## src/rtl/cg_pkg.sv

```systemverilog
// cg_pkg: shared state encoding and FP32 field constants for the CG iteration controller
package cg_pkg;
   typedef enum logic [2:0] {S_IDLE, S_KICK, S_RUN, S_CHECK, S_WAIT_ITER, S_DONE} cg_state_t;
   localparam int EXP_MSB = 30;
   localparam int EXP_LSB = 23;
   localparam logic [31:0] DEFAULT_TOLERANCE = 32'h283424DC;
endpackage

```

## src/rtl/fp32_nonneg_le.sv

```systemverilog
// fp32_nonneg_le: a <= b for non-negative finite FP32, plus a flag for NaN/Inf/negative a
module fp32_nonneg_le
   import cg_pkg::*;
(
   input  logic [31:0] a_i,
   input  logic [31:0] b_i,
   output logic        le_o,
   output logic        nan_or_neg_o
);
   // positive finite FP32 values order exactly like their {exp,mant} bits as unsigned integers
   always_comb begin
      le_o = a_i[EXP_MSB:0] <= b_i[EXP_MSB:0];
      nan_or_neg_o = a_i[31] | (&a_i[EXP_MSB:EXP_LSB]);
   end
endmodule

```

## src/rtl/cg_convergence_ctrl.sv

```systemverilog
// cg_convergence_ctrl: counts CG iterations, tests the residual norm against tolerance, re-arms or stops the ALU
module cg_convergence_ctrl
   import cg_pkg::*;
#(
   parameter int                       ELEMENT_WIDTH = 32,
   parameter logic [ELEMENT_WIDTH-1:0] TOLERANCE     = DEFAULT_TOLERANCE,
   parameter int                       MAX_ITER      = 1000,
   parameter int                       KICK_CYCLES   = 2
) (
   input  logic                     clk,
   input  logic                     reset,
   input  logic                     start_solve,
   input  logic [ELEMENT_WIDTH-1:0] rs_new,
   input  logic                     rs_new_valid,
   input  logic                     iter_done,
   output logic                     reset_vXv1,
   output logic                     reset_mXv1,
   output logic [15:0]              iteration_count,
   output logic [ELEMENT_WIDTH-1:0] last_rs,
   output logic                     busy,
   output logic                     done,
   output logic                     converged,
   output logic                     error
);
   cg_state_t                state_q;
   logic [3:0]               kick_q;
   logic [15:0]              iter_q, iter_d;
   logic [ELEMENT_WIDTH-1:0] last_rs_q;
   logic                     rst_alu_q, busy_q, done_q, conv_q, err_q, seen_q;
   logic                     le, bad, iter_end, term;

   fp32_nonneg_le u_cmp (
      .a_i          (last_rs_q),
      .b_i          (TOLERANCE),
      .le_o         (le),
      .nan_or_neg_o (bad)
   );

   // iteration-end and solve-termination decisions shared by CHECK and WAIT_ITER
   always_comb begin
      iter_d = (iter_q == 16'hFFFF) ? iter_q : iter_q + 16'd1;
      iter_end = (state_q == S_WAIT_ITER && iter_done) ||
                 (state_q == S_CHECK && !bad && !le && (seen_q || iter_done));
      term = (state_q == S_RUN && !rs_new_valid && iter_done) ||
             (state_q == S_CHECK && (bad || le)) ||
             (iter_end && iter_d == 16'(MAX_ITER));
   end

   // controller FSM with registered outputs; termination overrides the re-arm path
   always_ff @(posedge clk) begin
      if (!reset) begin
         state_q   <= S_IDLE;
         kick_q    <= '0;
         iter_q    <= '0;
         last_rs_q <= '0;
         rst_alu_q <= 1'b1;
         busy_q    <= 1'b0;
         done_q    <= 1'b0;
         conv_q    <= 1'b0;
         err_q     <= 1'b0;
         seen_q    <= 1'b0;
      end else begin
         case (state_q)
            S_IDLE, S_DONE: if (start_solve) begin
               state_q <= S_KICK;
               kick_q  <= 4'(KICK_CYCLES);
               iter_q  <= '0;
               conv_q  <= 1'b0;
               err_q   <= 1'b0;
               done_q  <= 1'b0;
               busy_q  <= 1'b1;
            end
            S_KICK: if (kick_q == 4'd1) begin
               state_q   <= S_RUN;
               rst_alu_q <= 1'b0;
            end else kick_q <= kick_q - 4'd1;
            S_RUN: if (rs_new_valid) begin
               last_rs_q <= rs_new;
               seen_q    <= iter_done;
               state_q   <= S_CHECK;
            end else if (iter_done) err_q <= 1'b1;
            S_CHECK: if (bad) err_q <= 1'b1;
            else if (le) begin
               conv_q <= 1'b1;
               iter_q <= iter_d;
            end else if (!(seen_q || iter_done)) state_q <= S_WAIT_ITER;
            default: ;
         endcase
         if (iter_end) begin
            iter_q    <= iter_d;
            state_q   <= S_KICK;
            kick_q    <= 4'(KICK_CYCLES);
            rst_alu_q <= 1'b1;
         end
         if (term) begin
            state_q   <= S_DONE;
            done_q    <= 1'b1;
            busy_q    <= 1'b0;
            rst_alu_q <= 1'b1;
         end
      end
   end

   assign reset_vXv1      = rst_alu_q;
   assign reset_mXv1      = rst_alu_q;
   assign iteration_count = iter_q;
   assign last_rs         = last_rs_q;
   assign busy            = busy_q;
   assign done            = done_q;
   assign converged       = conv_q;
   assign error           = err_q;
endmodule

```

## config.mk

```make
export PLATFORM = sky130hd
export DESIGN_NAME = cg_convergence_ctrl
export DESIGN_NICKNAME = d
export VERILOG_FILES = /design/src/rtl/cg_pkg.sv /design/src/rtl/fp32_nonneg_le.sv /design/src/rtl/cg_convergence_ctrl.sv
export SDC_FILE = /design/constraint.sdc
export NUM_CORES = 1
export LEC_CHECK = 0
export ABC_AREA = 0
export ABC_CLOCK_PERIOD_IN_PS = 7100
export CAP_MARGIN = 20
export CORE_AREA = 4 4 78 98
export CTS_BUF_LIST = sky130_fd_sc_hd__clkbuf_16
export CTS_CLUSTER_DIAMETER = 200
export DETAILED_ROUTE_END_ITERATION = 7
export DIE_AREA = 0 0 82 102
export PLACE_DENSITY = 0.79
export SLEW_MARGIN = 40
export SYNTH_ARGS = -nofsm -noshare
export SYNTH_HDL_FRONTEND = slang
export SYNTH_SLANG_ARGS = --single-unit
```

## constraint.sdc

```tcl
create_clock -name clk -period 7.1 [get_ports clk]
set_input_delay 0.71 -clock clk [delete_from_list [all_inputs] [get_ports clk]]
set_output_delay 0.71 -clock clk [all_outputs]
set_load 0.05 [all_outputs]
```

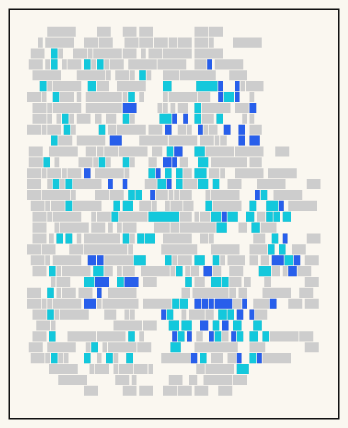
(images/gates.png)
Drawn at 4 px/micron.
- blue: nor cells (cells 57; most used nor2_1)
- cyan: aoi and oai cells (cells 106; most used a21oi_1)

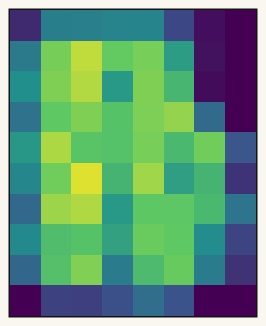
(images/util_map.png)
Drawn at 3 px/micron. The die is cut into 8 by 10 equal tiles; dark purple is low, yellow is high, 0 to 100% covered.
- nearly empty tiles: 8.7%
- fullest tile: 95%
- emptiest ninth of the die: upper right
- densest ninth of the die: centre

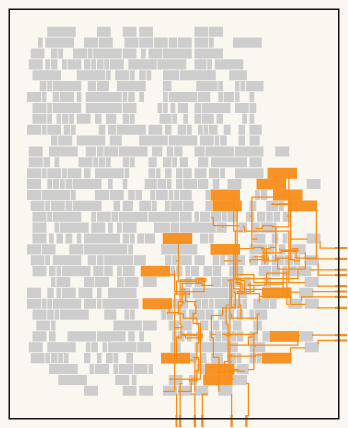
(images/port_trees.png)
Drawn at 4 px/micron.
- orange: iteration_count (direction output; end cells 16; buffers 16; wire 920 microns)

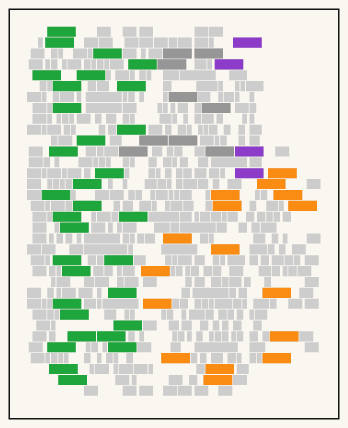
(images/ff_map.png)
Drawn at 4 px/micron. Other sequential cells in the stronger grey, the rest of the logic in the fainter grey.
- purple: kick_q (placed flops 4; where upper right)
- orange: iteration_count (placed flops 16)
- green: last_rs (placed flops 32; where a column on the left)
- not coloured: 9
seq pwr: 423 uW
Sequential cell area: 1220 sq um
sequential share of cell area: 27.8%
post-layout util: 64.5%

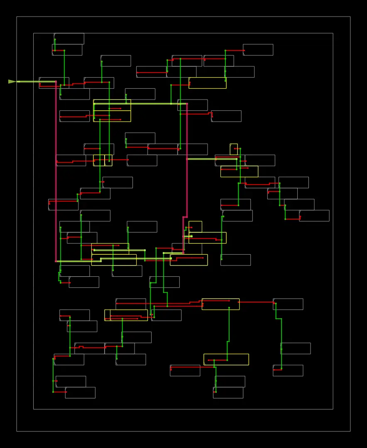
(images/clock_nets.png)
Worst Clk Skew: 5.94 ps
Clk power: 457 uW
CTS sink cnt: 61

==> Slide: Implementation Results <==
Physical Implementation Snapshot

Run status
  – Status: complete, no violations

Logic synthesis
  – Synth area leaders: dfxtp_1 39%, nand2_1 10%, a21oi_1 8.6%
  – Area leader share: about two fifths
  – Yosys cell count: around 400
  – Syn Inst Count: 412
  – Main flop type: dfxtp_1
  – Unique cell types: ~60
  – Chip area in the Yosys report: approximately 3200 sq um
  – YS warnings: 0
  – Synth Net Count: 452

Routing
  – DR WL/cell: 14.8 microns
  – DRC: 0
  – Final wirelength: slightly below 9000 microns
  – Via density: 5.72
  – Vias: 3,337

Critical path
  – CP peak stage delay: 630 ps
  – Cell Chain, Critical Path: ha_1, nand3_1, nor3_1, and3_1, o21ai_0, nor4_1, nand2_1, a31oi_1
  – FF-to-FF path depth: 8
  – Crit path capture type: register
  – Crit path required time: about 7400 ps
  – Crit path kind: reg -> reg
  – CP arrival: between 3000 and 4000 ps
  – Worst r2r src: iteration_count[0]$_SDFFE_PN0P_
  – Buf+Inv Stages, Crit Path: 0

STA
  – Slew @ Worst Pin: 768 ps
  – Final hold viol count: 0
  – Final period utilization: about two fifths
  – Final setup fails: 0
  – FMAX: 0.347 GHz
  – Final Max Slew Viols: 0
  – RSZ-0062 raised after global routing: no
  – Min Clock Period, post-route: 2890 ps

Finish
  – Ant diodes: 0
  – Share of cells above drive strength 1: 5.48%
  – Area grow syn2layout: 39.2%
  – Most instantiated logic cells after routing: 90 x clkdlybuf4s50_1, 83 x nand2_1, 61 x dfxtp_1
  – Fin nets: 528

Global routing
  – Busiest grt layer: met2
  – First-pass GRT wire length: 14,200 microns
  – Initial antenna violation count: 0
  – GRT met1 Usage: 25.8%
  – Vias in the first global route: 3,115
  – Met2 usage: 35.0%

Die
  – CORE AREA: 6810 sq um
  – Floorplan utilization: 46.3%
  – Die W: 82 microns
  – Rows: 34
  – Chip Height: 102 microns
  – I/O pin total: 91

Power
  – Peak VDD IR: 0.000224 V
  – Leakage: 1.47 nW

CTS
  – CTS tree: yes
  – Longest Clk Path Bufs: 2
  – PostCTS Resize Cnt: 0
  – Post-CTS setup buffers: 0
  – Clk pin slew, worst setup/hold paths: 50 ps
  – Clock Latency Late Sink: 320 ps

Min path
  – Min-delay src: last_rs[15]$_SDFFE_PN0P_
  – HP Class: reg -> reg

Run
  – Max-Cap Viols: 0
  – Total tool warning count: 27

Place
  – I/O Buffers: ~90
-- area by class of cell --
type	count	area, sq um
Sequential cell	61	1220
Tap cell	90	113
Timing Repair Buffer	92	920
Fill cell	571	2410
Clock inverter	7	90.1
Multi-Input combinational cell	315	1790
Clock buffer	9	225
Inverter	9	33.8
-- flip-flops by register name, indices dropped and copies added, names as in the netlist --
name             cells
reset_mXv1           1
done                 1
kick_q               4
seen_q               1
iteration_count     16
last_rs             32
state_q              3
busy                 1
converged            1
error                1
-- stage by stage --
step | worst slack (ps) | hold slack, ps | instances | cell area (sq um) | util [%]
3_5_place_dp | 4260 | 469 | 566 | 4060 | 59.6
5_1_grt | 3970 | 512 | 583 | 4390 | 64.5
4_1_cts | 4310 | 481 | 582 | 4370 | 64.3
2_1_floorplan | 4460 | 460 | 412 | 3150 | -
3_3_place_gp | 4310 | 459 | 566 | 4060 | 59.6
6_report | 4210 | 483 | 583 | 4390 | 64.5
-- worst min-delay path, delay by kind of cell, from the launching register on --
kind | cells | cell delay [ps]
flops | 1 | 320
simple gates | 1 | 60
compound gates | 1 | 50
-- synthesized netlist by cell type, types with 2 or more instances --
cell type and count:
nand2b_1 6, and3_1 4, buf_4 2, o21ai_0 16, nand2_1 84, inv_1 8, o31a_1 2, nor3_1 14
a41oi_1 2, a21oi_1 54, nand3b_1 3, nor4_1 4, nor4b_1 3, a31oi_1 11, o211ai_1 7, a211o_1 2
o221a_1 3, and4_1 3, nor2_1 29, a21boi_0 3, o31ai_1 2, nor2b_1 3, o22a_1 2, nand3_1 6
nor4bb_1 3, xor2_1 4, a211oi_1 3, nand4_1 6, ha_1 3, clkbuf_1 21, or3_1 4, dfxtp_1 61
mux2i_1 4, buf_2 3, and2_1 2
-- metal layers --
| metal | wire, microns | share of wire (%) |
|---|---|---|
| met2 | 4290 | 50 |
| met3 | 688 | 7.9 |
| met4 | 114 | 1.3 |
| met5 | 0 | 0 |
| met1 | 3560 | 41 |
-- how the worst max path moves through the flow --
stage                                    start                         endpoint  slack (ps)
2_1_floorplan         last_rs[10]$_SDFFE_PN0P_  iteration_count[3]$_SDFFE_PN0P_        4460
3_3_place_gp                         iter_done  iteration_count[7]$_SDFFE_PN0P_        4310
3_5_place_dp                         iter_done  iteration_count[7]$_SDFFE_PN0P_        4260
4_1_cts        iteration_count[0]$_SDFFE_PN0P_                done$_SDFFE_PN0P_        4310
5_1_grt        iteration_count[0]$_SDFFE_PN0P_                done$_SDFFE_PN0P_        3970
6_report       iteration_count[0]$_SDFFE_PN0P_                done$_SDFFE_PN0P_        4210
-- where the power goes --
group | switching [mW] | leakage, nW | internal (mW)
combinational | 0.240 | 0.824 | 0.145
sequential | 0.0456 | 0.493 | 0.377
clock | 0.152 | 0.153 | 0.305
-- logic make-up after synthesis --
logic type | Yosys count | share of synthesized area (%)
and+or+nand+nor | 181 | 27.5
AOI/OAI and AO/OA | 122 | 25.0
DFF | 61 | 38.7
buffers and inverters | 36 | 4.88
xor gates and xnor gates | 5 | 1.39
muxes | 4 | 1.27
adders and majority gates | 3 | 1.19
No activity file was given, so power comes from the tool's default toggle rates.
